**src/rtl/serial_adder_ctrl.sv**
```systemverilog
// Wide adder that reuses one N-bit slice adder over K cycles, LSB slice first,
// with a start/busy/done handshake and registered result.

module n_bit_adder #(
  parameter int unsigned N = 4
) (
  input  logic [N-1:0] x,
  input  logic [N-1:0] y,
  input  logic         c_in,
  output logic [N-1:0] sum,
  output logic         c_out
);

  assign {c_out, sum} = {1'b0, x} + {1'b0, y} + {{N{1'b0}}, c_in};

endmodule

module serial_adder_ctrl #(
  parameter int unsigned N = 4,
  parameter int unsigned K = 4
) (
  input  logic           clk,
  input  logic           rst,
  input  logic           start,
  input  logic [N*K-1:0] a,
  input  logic [N*K-1:0] b,
  input  logic           c_in,
  output logic           busy,
  output logic           done,
  output logic [N*K-1:0] sum,
  output logic           c_out
);

  localparam int unsigned W  = N * K;
  localparam int unsigned CW = (K > 1) ? $clog2(K) : 1;
  localparam logic [CW-1:0] LastCnt = CW'(K - 1);

  typedef enum logic [1:0] {StIdle, StRun, StDone} state_e;

  state_e          state_q;
  logic [W-1:0]    a_sh_q;
  logic [W-1:0]    b_sh_q;
  logic [W-1:0]    acc_q;
  logic            carry_q;
  logic [CW-1:0]   cnt_q;

  logic [N-1:0]    slice_sum;
  logic            slice_co;
  logic [W+N-1:0]  acc_cat;
  logic [W-1:0]    acc_nxt;

  n_bit_adder #(
    .N (N)
  ) u_slice_adder (
    .x     (a_sh_q[N-1:0]),
    .y     (b_sh_q[N-1:0]),
    .c_in  (carry_q),
    .sum   (slice_sum),
    .c_out (slice_co)
  );

  // New slice enters at the top; the concatenation keeps K=1 free of reversed slices.
  assign acc_cat = {slice_sum, acc_q};
  assign acc_nxt = acc_cat[W+N-1:N];

  always_ff @(posedge clk or posedge rst) begin
    if (rst) begin
      state_q <= StIdle;
      a_sh_q  <= '0;
      b_sh_q  <= '0;
      acc_q   <= '0;
      carry_q <= 1'b0;
      cnt_q   <= '0;
      busy    <= 1'b0;
      done    <= 1'b0;
      sum     <= '0;
      c_out   <= 1'b0;
    end else begin
      case (state_q)
        StIdle: begin
          if (start) begin
            a_sh_q  <= a;
            b_sh_q  <= b;
            carry_q <= c_in;
            cnt_q   <= '0;
            busy    <= 1'b1;
            state_q <= StRun;
          end
        end
        StRun: begin
          a_sh_q  <= a_sh_q >> N;
          b_sh_q  <= b_sh_q >> N;
          acc_q   <= acc_nxt;
          carry_q <= slice_co;
          cnt_q   <= cnt_q + CW'(1);
          if (cnt_q == LastCnt) begin
            sum     <= acc_nxt;
            c_out   <= slice_co;
            done    <= 1'b1;
            state_q <= StDone;
          end
        end
        StDone: begin
          done    <= 1'b0;
          busy    <= 1'b0;
          state_q <= StIdle;
        end
        default: begin
          done    <= 1'b0;
          busy    <= 1'b0;
          state_q <= StIdle;
        end
      endcase
    end
  end

endmodule

```
**config.mk**
```make
export PLATFORM = sky130hd
export DESIGN_NAME = serial_adder_ctrl
export DESIGN_NICKNAME = d
export VERILOG_FILES = /design/src/rtl/serial_adder_ctrl.sv
export SDC_FILE = /design/constraint.sdc
export NUM_CORES = 1
export LEC_CHECK = 0
export CAP_MARGIN = 0
export CORE_MARGIN = 1.5
export CORE_UTILIZATION = 48
export DETAILED_ROUTE_END_ITERATION = 10
export GPL_TIMING_DRIVEN = 0
export PLACE_DENSITY = 0.76
export SLEW_MARGIN = 15
export SYNTH_ARGS = -nofsm -noshare
export SYNTH_HDL_FRONTEND = slang
export SYNTH_HIERARCHICAL = 1
export SYNTH_SLANG_ARGS = --single-unit
```
**constraint.sdc**
```tcl
create_clock -name clk -period 2 [get_ports clk]
set_input_delay 0.4 -clock clk [delete_from_list [all_inputs] [get_ports clk]]
set_output_delay 0.4 -clock clk [all_outputs]
set_load 0.01 [all_outputs]
```
run_1/congestion.png
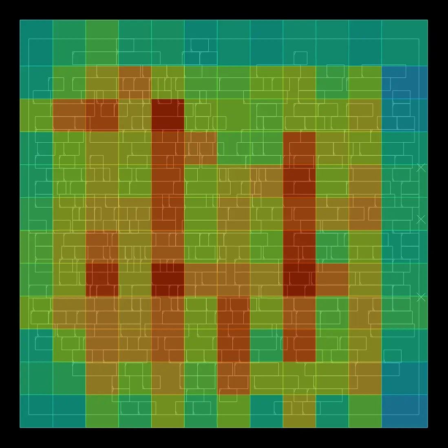
M3 GR Usage: 3.561%
GR peak layer: met2
met1 Use GR: 27.52%

run_1/power_grid.png
Pins as bars on the die edge. Tap cells in gray.
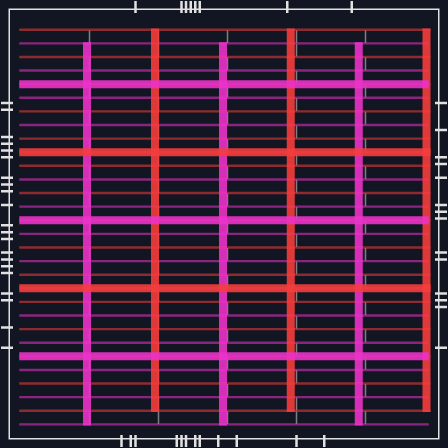
net	color
VSS	magenta
VDD	red
met5 straps	5
rows	29
signal pins	55
tap cells	77
met4 straps	6

run_1/flops_by_reg.png
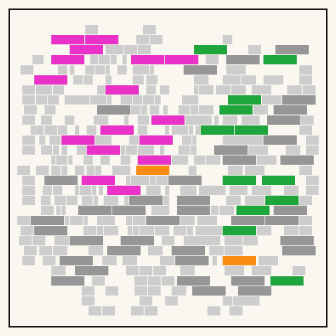
netlist name	color	sequential cells
`acc_q`	green	12
`b_sh_q`	magenta	16
`state_q`	orange	2

run_1/placement_by_type.png
The bar under the picture is 20 um long.
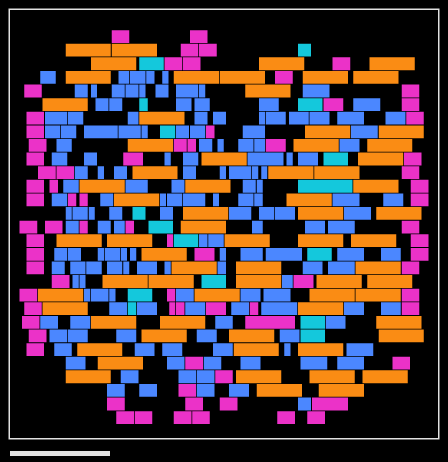
class	color	cells	share of their area
other buffers and delay cells	magenta	75	18%
combinational and other logic	blue	159	35%
clock drivers and dummy loads	cyan	16	5.0%
flops	orange	68	42%
flop share of the area: 40.90%
final std cell area, no fill: 4160 sq um
Final Core Density: 64.41%
Rows: 29

==> results_dict.tcl, run 1 <==
# place-and-route summary
set metrics [dict create \
    antenna_found_initial 0 \
    gp_congestion 0.8200 \
    final_cell_count_no_fill 395 \
    async_reset_ff_share_pct 100.0 \
    drv_cap 0 \
    maxPowerGroup "combinational cells" \
    reg2reg_from "b_sh_q[0]" \
    diodes 0 \
    cts-hold-fix-buffers 0 \
    top_area_share_pct 52.03 \
    pin_count 55 \
    chipArea_sq_um 7318 \
    sw_frac_of_total_pct 33.99 \
    p_total_mw 6.953 \
    placed_cells 379 \
    clk_path_buf_depth 2 \
    end_kind "flop" \
    grt_overflow_total 0 \
    p_sw_mw 2.363 \
    rsz0062_at_grt "no" \
    top_layer "met4" \
    synthTopCellsByArea "dfrtp_1 (52%), mux2_4 (6.0%), mux2_2 (5.5%)" \
    cts_resized 0 \
    coreArea_sq_um 6459 \
    final_layout_size_suffix_gt1_share_pct 27.99 \
    critical_path.cell_chain "fa_1 > inv_1 > fa_1 > nor2b_1 > o21ai_0 > nand2b_1 > o221a_2" \
    clkPwrFrac_pct 16.3 \
    syn_inst 246 \
    cts_root_buffer "clkbuf_8" \
    comb_power_share_pct 47.3 \
    required_ps 2230 \
    vias_per_cell 5.494 \
    period_used_pct 93.95 \
    antenna_left 0 \
    layout.cells.most_common "dfrtp_1" \
    cts_tree "done" \
    worst_slew_pin_slew_ps 496.0 \
    wl_mm 6.424 \
    p_comb_mw 3.29 \
    critical_path_class "flop to flop" \
    violations "design-rule violations" \
    cp.arrival_ps 2110 \
    worstHoldPathType "primary input to async pin" \
    status "finished, violations left" \
    htree_levels 3 \
    drc 3 \
    yosys-top-cells-count "dfrtp_1 (68), inv_1 (24), mux2_2 (16), o221a_2 (14), or4b_1 (14)" \
    p_leak_nw 1.799 \
    setup_slack_ps 121.0 \
    grt_pass1_wl_mm 11.32 \
    tool_warnings 26 \
    cpPeakStageDelay_ps 470 \
    clock_sinks 68 \
    final_nets 355 \
    synth_top_flop_cell "dfrtp_1" \
    crit_cells 7 \
    final.setup.tns_ps 0 \
    hold_viol 0 \
    synth.avg_cell_area_sq_um 13.30 \
    synth_dominant_cell_count "dfrtp_1" \
    clk_pin_slew_ps 80 \
    postSynthSeqShare_pct 52.03 \
    portBuffers 54 \
    irDropWorstVdd_uv 595.0 \
    grt_max_degree 28 \
    drv_slew 0 \
    vias 2170 \
    crit-reg2reg-capture "carry_q" \
    post_drt_wl_per_cell_um 16.26 \
    cp.buffers_inverters 1 \
    internal-power_mw 4.589 \
    most-common-layout-cells "dfrtp_1 (68), clkdlybuf4s50_1 (54), inv_1 (23)" \
    drtIter0Drc 93 \
    die_w_um 85.55 \
    critPathTopFamily "adder cells" \
    synth-edff-count 0 \
    reg2reg_depth 7 \
    cp_common_cell "fa_1" \
    crit_end "carry_q" \
    yosys-stat-area_sq_um 3271 \
    critPathMaxFanout 2 \
    wl_met1_mm 2.887 \
    yosys.area.top_type "dfrtp_1" \
    start_kind "flop" \
    slew_headroom_pct 66.86 \
    clkLatencyLatePin_ps 340 \
    largestRegisters "a_sh_q x16, b_sh_q x16, sum x16" \
    min_period_ps 1879 \
    fin_skew_ps 8.679 \
    dpl.hpwl_mm 4.699 \
    yosysWarnings 6 \
    synthesis.nets 288 \
    met3_length_um 310 \
    p_per_area_nw_per_um2 1671 \
    synth_flops 68 \
    track_usage_pct 20.12 \
    die_height_um 85.55 \
    first_pass_iters 7 \
    crit_slowest_cell "fa_1" \
]
[run 1: cell type report]
| type | instances | area, sq um |
|---|---|---|
| fillers | 520 | 2298 |
| flip-flops and latches | 68 | 1702 |
| multi-input cells | 135 | 1346 |
| repair buffers | 56 | 588.1 |
| clock buffers | 10 | 137.6 |
| plain buffers | 19 | 132.6 |
| well taps | 77 | 96.34 |
| inverters | 24 | 93.84 |
| clock inverters | 6 | 63.81 |
[run 1: logic make-up after synthesis]
| family | synth area share (%) |
|---|---|
| and+or+nand+nor | 13.73 |
| muxes | 11.78 |
| AOI/OAI and AO/OA | 12.36 |
| adders and majority gates | 2.755 |
| xor gates and xnor gates | 0.5357 |
| buffers and inverters | 6.810 |
| DFF | 52.03 |
==> run 2, diff against run 1 <==
ABC_AREA = 1   (was unset)
CORE_UTILIZATION = 57   (was 48)
PLACE_DENSITY = 0.85   (was 0.76)
clock period = 2.3 ns   (was 2 ns; I/O delays follow)
==> run 2 against run 1 <==
Compared with the run above:
- clock skew fell by 3.9 ps
- the flow now finishes without violations
- largest power group unchanged
- critical path type unchanged
- synthesized area down 2.1%
- combinational power shrank 13%
- sequential power down 18%
==> results_dict.tcl, run 2 <==
# place-and-route summary
set metrics [dict create \
    status "complete, no violations" \
    yosys.area.top_type "dfrtp_1" \
    wl_mm 7.160 \
    portBuffers 54 \
    p_leak_nw 2.160 \
    use_met1_pct 31.17 \
    tool_warnings 26 \
    top_area_share_pct 53.15 \
    nNonClkBuffers 73 \
    cts_root_buffer "clkbuf_8" \
    grt_overflow_total 0 \
    dpl.hpwl_mm 5.005 \
    synth-edff-count 0 \
    track_usage_pct 26.75 \
    globalRoute.busiestLayer "met2" \
    cp_common_cell "inv_1" \
    min_period_ps 1760 \
    largest_class "sequential cells" \
    synthesis.nets 448 \
    die_height_um 77.95 \
    final_layout_size_suffix_gt1_share_pct 8.595 \
    sh_seq_area_pct 41.70 \
    grt_max_degree 44 \
    comb.multi_input.count 252 \
    cp.buffers_inverters 3 \
    reg2reg_depth 6 \
    critPathMaxFanout 3 \
    drtIter0Drc 160 \
    end_kind "flop" \
    hold_viol 0 \
    largestRegisters "a_sh_q x16, b_sh_q x16, sum x16" \
    worst_slew_pin_slew_ps 432.2 \
    clkLatencyLatePin_ps 350 \
    synthTopCellsByArea "dfrtp_1 (53%), nand2_1 (18%), nand3_1 (8.1%)" \
    final.setup.tns_ps 0 \
    grt_use_met3_pct 6.235 \
    async_reset_ff_share_pct 100.0 \
    met3_length_um 386 \
    yosysWarnings 6 \
    drc 0 \
    vias 2820 \
    final_nets 514 \
    synth_flops 68 \
    nonClkBufAreaFrac_pct 16.13 \
    irDropWorstVdd_uv 835.4 \
    worstHoldPathType "primary input to async pin" \
    nClkBuffers 10 \
    htree_levels 3 \
    cts-hold-fix-buffers 0 \
    die_w_um 77.95 \
    nFillCells 420 \
    clk_pin_slew_ps 70 \
    drv_slew 0 \
    clock_area_share_pct 5.520 \
    fin_skew_ps 4.741 \
    synth_dominant_cell_count "nand2_1" \
    seq_area_sq_um 1702 \
    period_used_pct 76.54 \
    antenna_found_initial 0 \
    crit_slowest_cell "fa_1" \
    p_per_area_nw_per_um2 1483 \
    cpPeakStageDelay_ps 480 \
    vias_per_cell 5.137 \
    cp.arrival_ps 2020 \
    rows 27 \
    setup_slack_ps 539.5 \
    first_pass_iters 5 \
]
run 2: cell count changes in the layout (fill, tap and decap cells not counted), sizes merged, moves of 14 or more:
cell,previous run,this run
o21ai,1,30
mux2,29,0
inv,23,67
nand2,5,153
nand3,0,52
o221a,14,0
or4b,14,0
run 2: where the power goes:
| group | switching [mW] | internal, mW |
|---|---|---|
| Sequential | 0.320 | 1.76 |
| Clock | 0.470 | 0.640 |
| Combinational | 1.70 | 1.16 |
| Total | 2.49 | 3.56 |
run 2: logic make-up after synthesis:
group / count (synthesis) / synth area share (%)
buffers and inverters: 86 / 11.02
DFF: 68 / 53.15
AOI/OAI and AO/OA: 36 / 5.979
adders and majority gates: 6 / 2.814
and+or+nand+nor: 209 / 26.77
xor gates and xnor gates: 1 / 0.2736
run_2/power_grid.png
Pins as bars on the die edge. Tap cells in gray.
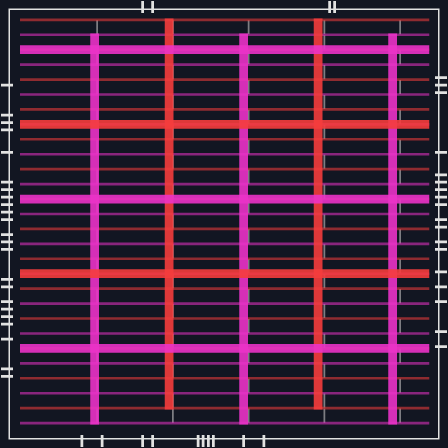
net	color
VDD	red
VSS	magenta
rows	27
tap cells	72
met4 straps	5
met5 straps	5
signal pins	55

Power and IR drop assume default switching activity.
